[config.mk]
export PLATFORM = sky130hd
export DESIGN_NAME = pipe_reg_chain
export DESIGN_NICKNAME = d
export VERILOG_FILES = /design/src/rtl/pipe_reg_chain.sv
export SDC_FILE = /design/constraint.sdc
export NUM_CORES = 1
export LEC_CHECK = 0
export CORE_ASPECT_RATIO = 1.1
export CORE_UTILIZATION = 43
export CTS_BUF_LIST = sky130_fd_sc_hd__clkbuf_4 sky130_fd_sc_hd__clkbuf_8
export DETAILED_ROUTE_END_ITERATION = 10
export HOLD_SLACK_MARGIN = 0.08
export PLACE_DENSITY = 0.93
export SYNTH_ARGS = -nofsm -noshare
export SYNTH_HDL_FRONTEND = slang
export SYNTH_SLANG_ARGS = --single-unit
[constraint.sdc]
create_clock -name clk -period 2.2 [get_ports clk]
set_input_delay 0.22 -clock clk [delete_from_list [all_inputs] [get_ports clk]]
set_output_delay 0.22 -clock clk [all_outputs]
set_load 0.02 [all_outputs]
[src/rtl/pipe_reg_chain.sv]
// pipe_reg_chain: parametrised inter-stage pipeline register with
// per-slice valid, stall, flush, bubble and occupancy/bubble counters.
module pipe_reg_chain #(
  parameter int WIDTH = 32,
  parameter int DEPTH = 1,
  parameter bit ZERO_ON_BUBBLE = 1'b1,
  parameter int CNT_W = 16
) (
  input  logic                       clk,
  input  logic                       rst,
  input  logic                       in_valid,
  input  logic [WIDTH-1:0]           in_data,
  input  logic                       stall,
  input  logic                       flush,
  input  logic                       bubble,
  output logic                       out_valid,
  output logic [WIDTH-1:0]           out_data,
  output logic [$clog2(DEPTH+1)-1:0] occupancy,
  output logic [CNT_W-1:0]           bubble_cnt
);

  localparam int OCC_W = $clog2(DEPTH+1);

  logic [DEPTH-1:0]            v_q;
  logic [DEPTH-1:0]            v_n;
  logic [DEPTH-1:0][WIDTH-1:0] d_q;
  logic [DEPTH-1:0][WIDTH-1:0] d_n;
  logic [OCC_W-1:0]            occ_q;
  logic [OCC_W-1:0]            occ_n;
  logic [CNT_W-1:0]            bc_q;
  logic                        s0_v;

  assign s0_v = in_valid & ~bubble;

  always_comb begin
    v_n = v_q;
    d_n = d_q;
    if (flush) begin
      v_n = '0;
      if (ZERO_ON_BUBBLE) d_n = '0;
    end else if (!stall) begin
      for (int k = 1; k < DEPTH; k++) begin
        v_n[k] = v_q[k-1];
        d_n[k] = d_q[k-1];
      end
      v_n[0] = s0_v;
      d_n[0] = (ZERO_ON_BUBBLE && !s0_v) ? '0 : in_data;
    end
  end

  // occupancy reflects the post-edge valid bits
  always_comb begin
    occ_n = '0;
    for (int i = 0; i < DEPTH; i++)
      occ_n = occ_n + OCC_W'(v_n[i]);
  end

  always_ff @(posedge clk) begin
    if (rst) begin
      v_q   <= '0;
      d_q   <= '0;
      occ_q <= '0;
      bc_q  <= '0;
    end else begin
      v_q   <= v_n;
      d_q   <= d_n;
      occ_q <= occ_n;
      if (!v_q[DEPTH-1] && (bc_q != {CNT_W{1'b1}}))
        bc_q <= bc_q + CNT_W'(1);
    end
  end

  assign out_valid  = v_q[DEPTH-1];
  assign out_data   = d_q[DEPTH-1];
  assign occupancy  = occ_q;
  assign bubble_cnt = bc_q;

endmodule

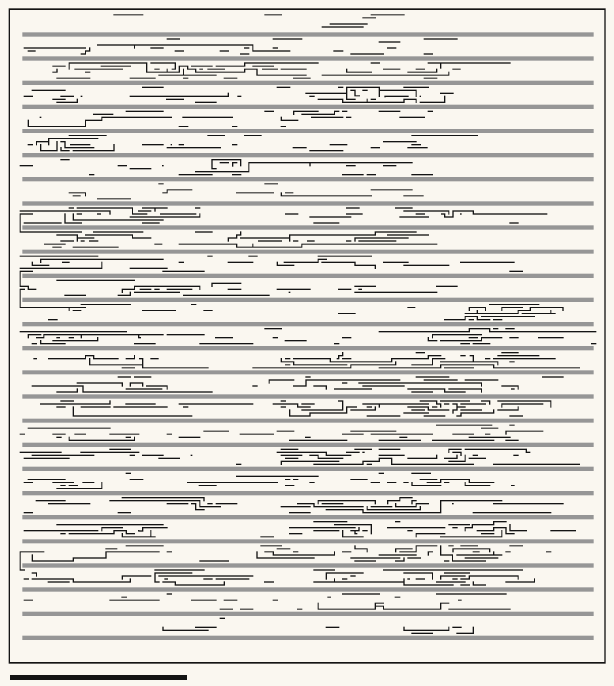
Fig. 1. M1 wires (run 1).
Scale bar: 20 um. Supply wires on this layer in gray.
share of all routed wire: 41%
wire length on this layer: 2170 um

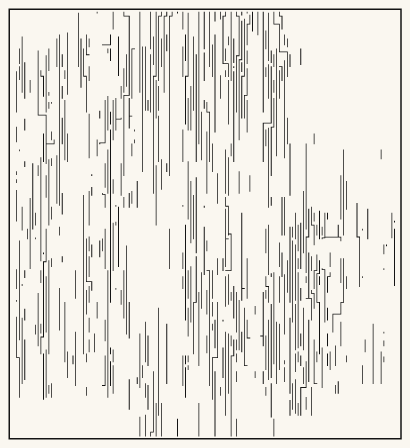
Fig. 2. The metal 2 layer (run 1).
share of all routed wire: 49%
nets with wire on the layer: 293

==> out/qor.txt, run 1 <==
RSZ-0062 raised after global routing = false
Ys flop type = dfxtp_1
Clk buf depth = 2
Initial DRC count = 105
Crit Path Class = register to register
Max_cap viols = 0
Crit-path slowest cell = nor4_2
Most numerous logic cells after layout = 87 x clkdlybuf4s50_1, 49 x dfxtp_1, 43 x nor2_1, 32 x a22oi_1, 9 x a21oi_1
Drt drc = 0
Clock share of power = 0.350
Synth Cell Area = 0.00200 mm^2
Total power = 1.68 mW
Combinational share of power = 0.107
Setup bufs post-CTS = 0
Peak VDD IR = 0.364 mV
Crit path to = bubble_cnt[14]
R2R Path Start = bubble_cnt[0]
Top cells by area = dfxtp_1 49%, a22oi_1 12%, nor2_1 8.1%
Wire per inst = 15.1 um
Commonest Layout Cell = clkdlybuf4s50_1
Antenna diode count = 0
I/O pins = 88
Switching share of power = 0.233
Area delta synth->final = 50.8%
First-pass detailed-route iteration total = 5
Slew at the pin with the worst max-slew slack = 629 ps
Via count = 1928
RD Place Congestion = 0.816
Number of clock sinks = 49
GRT Max-Usage Layer = met2
# resized after CTS = 0
Met1 Use GR = 0.246
Worst R2R Setup Slack = 430 ps
Post-route cell area = 0.00301 mm^2
DIE WIDTH = 67.0 um
Seq cells post-synth = 49
Hold Path End = out_data[17]
Status = complete, no violations
Synthesis area per yosys = 0.00200 mm^2
Top cell area share = 0.491
Layout cells sized above 1 = 0.0850
Met3 Use GR = 0.0807
Startpoint types = register
Row cnt = 25
Post-synth top area cell = dfxtp_1
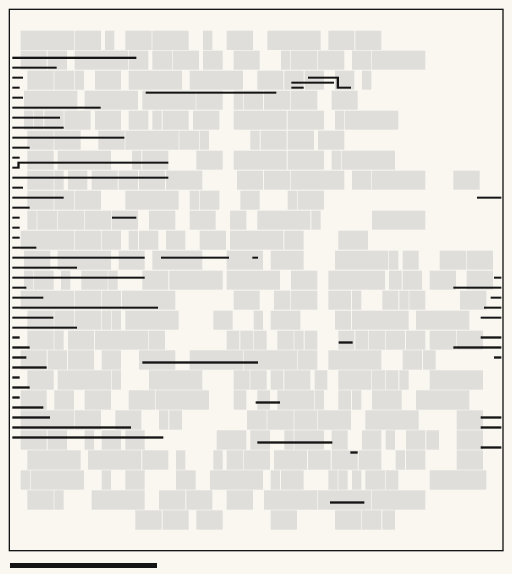
Fig. 3. Signal wires on met3 (run 1).
Scale bar: 20 um.
nets with wire on the layer: 57
main direction: horizontal

==> run 2: changes to the inputs <==
- CORE_UTILIZATION: 43 -> 39
- PLACE_DENSITY: 0.93 -> 0.89
- clock period: 2.2 -> 1.4 ns (I/O delays scaled with it)
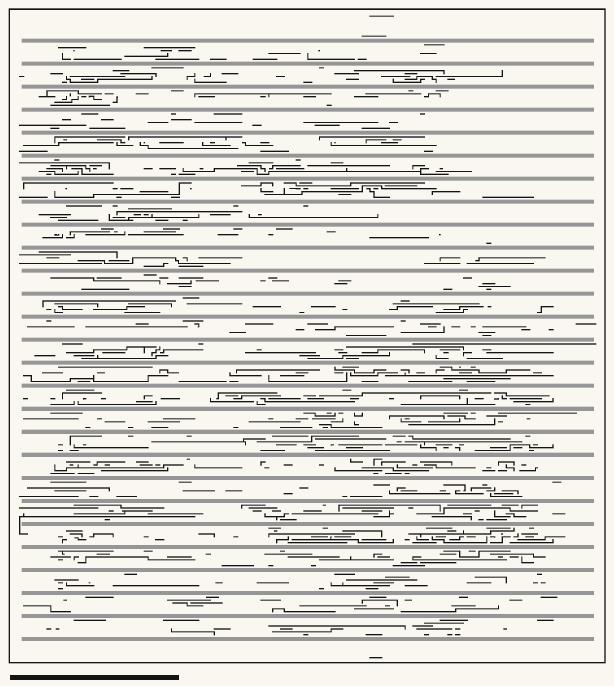
Fig. 4. M1 wires (run 2).
Scale bar: 20 um. Supply wires on this layer in gray.
via count: 2092
met1 Use GR: 0.227

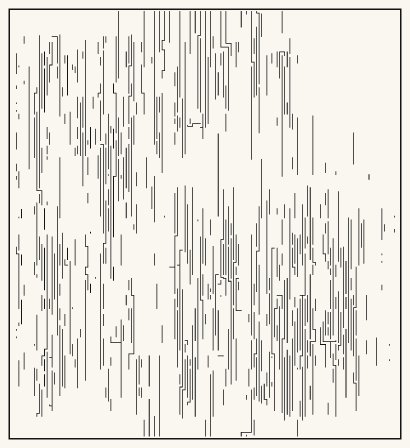
Fig. 5. The metal 2 layer (run 2).
longest straight run: 27.4 um
nets with wire on the layer: 332
main direction: vertical

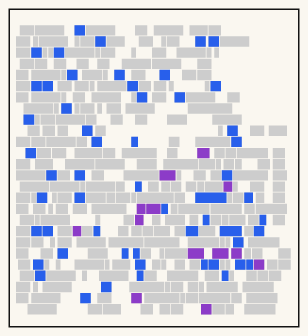
Fig. 6. Gate families picked out (run 2).
legend:
  blue:
    family: aoi and oai cells
    cells: 55
    most_used: a22oi_1
    where: widely spread
  purple:
    family: and/or cells
    cells: 13
    most_used: or4_1

==> out/qor.txt, run 2 <==
Wire per inst = 15.0 um (was 15.1 um)
Crit Path Class = register to register (unchanged)
Ys flop type = dfxtp_1 (unchanged)
Slew at the pin with the worst max-slew slack = 436 ps (was 629 ps)
RD Place Congestion = 0.849 (was 0.816)
Post-synth top area cell = dfxtp_1 (unchanged)
Most numerous logic cells after layout = 43 x dlygate4sd2_1, 42 x nor2_1, 37 x clkdlybuf4s50_1, 33 x buf_4 (was 87 x clkdlybuf4s50_1, 49 x dfxtp_1, 43 x nor2_1, 32 x a22oi_1, 9 x a21oi_1)
Top cells by area = dfxtp_1 49%, a22oi_1 12%, nor2_1 8.1% (unchanged)
DIE WIDTH = 70.2 um (was 67.0 um)
Setup bufs post-CTS = 6 (was 0)
Combinational share of power = 0.113 (was 0.107)
Row cnt = 26 (was 25)
Seq cells post-synth = 49 (unchanged)
Startpoint types = register (unchanged)
RSZ-0062 raised after global routing = true (was false)
Antenna diode count = 0 (unchanged)
Met3 Use GR = 0.0815 (was 0.0807)
Crit-path slowest cell = or3_4 (was nor4_2)
Clk buf depth = 2 (unchanged)
Hold Path End = out_data[31] (was out_data[17])
Clock share of power = 0.381 (was 0.350)
Number of clock sinks = 49 (unchanged)
Area delta synth->final = 67.9% (was 50.8%)
Final setup fails = 14 (was 0)
I/O pins = 88 (unchanged)
Drt drc = 0 (unchanged)
Failing checks = setup timing
Switching share of power = 0.227 (was 0.233)
Peak VDD IR = 0.593 mV (was 0.364 mV)
Top cell area share = 0.491 (unchanged)
Max_cap viols = 0 (unchanged)
First-pass detailed-route iteration total = 4 (was 5)
Final worst slack = -161 ps (was 432 ps)
Post-route cell area = 0.00335 mm^2 (was 0.00301 mm^2)
# resized after CTS = 49 (was 0)
Status = finished with violations (was complete, no violations)
Crit path to = bubble_cnt[8] (was bubble_cnt[14])
Total power = 2.80 mW (was 1.68 mW)
R2R Path Start = bubble_cnt[1] (was bubble_cnt[0])
Initial DRC count = 108 (was 105)
Commonest Layout Cell = dlygate4sd2_1 (was clkdlybuf4s50_1)
==> run 3: changes to the inputs <==
- CORE_UTILIZATION: 39 -> 43
- PLACE_DENSITY: 0.89 -> 0.93
- TNS_END_PERCENT: unset -> 5
- clock period: 1.4 -> 1.7 ns (I/O delays scaled with it)
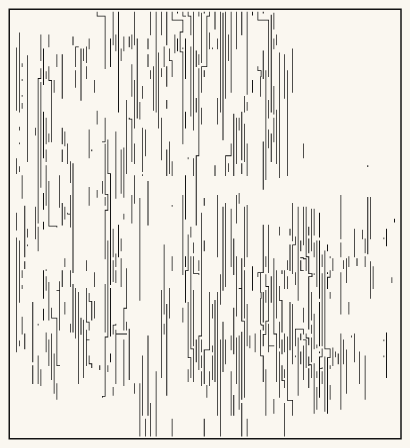
Fig. 7. The metal 2 layer (run 3).
nets with wire on the layer: 295
longest straight run: 24.8 um
wire length on this layer: 2530 um
main direction: vertical

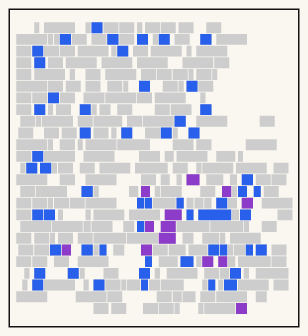
Fig. 8. Gate families picked out (run 3).
legend:
  blue:
    family: aoi and oai cells
    cells: 55
    most_used: a22oi_1
    where: widely spread
  purple:
    family: and/or cells
    cells: 13
    most_used: or4_1

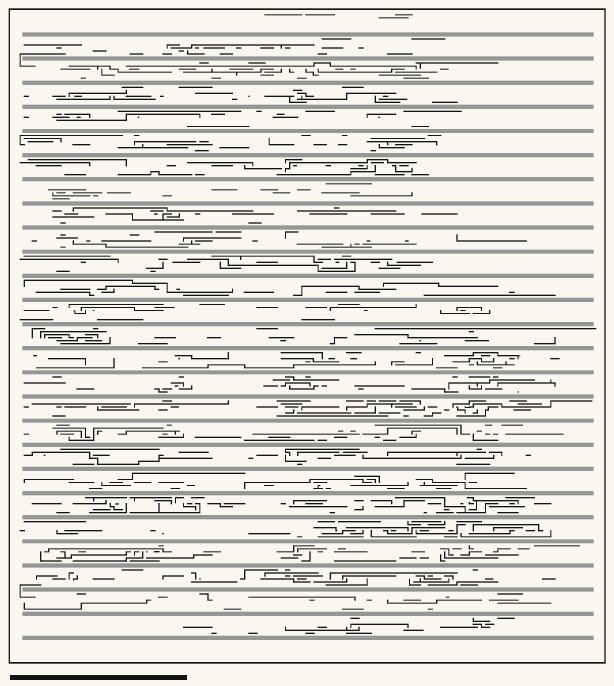
Fig. 9. M1 wires (run 3).
Scale bar: 20 um. Supply wires on this layer in gray.
met1 Use GR: 0.266
Routed WL: 5220 um
via count: 1937

==> out/qor.txt, run 3 <==
Initial DRC count = 108 (unchanged)
I/O pins = 88 (unchanged)
Startpoint types = register (unchanged)
Slew at the pin with the worst max-slew slack = 613 ps (was 436 ps)
Max_cap viols = 0 (unchanged)
Clk buf depth = 2 (unchanged)
Status = complete, no violations (was finished with violations)
RD Place Congestion = 0.873 (was 0.849)
Post-synth top area cell = dfxtp_1 (unchanged)
Total power = 2.13 mW (was 2.80 mW)
Final worst slack = 23.7 ps (was -161 ps)
DIE WIDTH = 67.0 um (was 70.2 um)
Crit Path Class = register to register (unchanged)
Layout cells sized above 1 = 0.118 (was 0.243)
Synthesis area per yosys = 0.00200 mm^2 (unchanged)
Clock share of power = 0.335 (was 0.381)
R2R Path Start = bubble_cnt[0] (was bubble_cnt[1])
Hold Path End = out_data[1] (was out_data[31])
Seq cells post-synth = 49 (unchanged)
Row cnt = 25 (was 26)
Area delta synth->final = 53.7% (was 67.9%)
Worst R2R Setup Slack = 20 ps (was -160 ps)
Met3 Use GR = 0.0699 (was 0.0815)
Top cell area share = 0.491 (unchanged)
Crit-path slowest cell = dfxtp_2 (was or3_4)
Power is estimated from default activity; no workload was simulated.
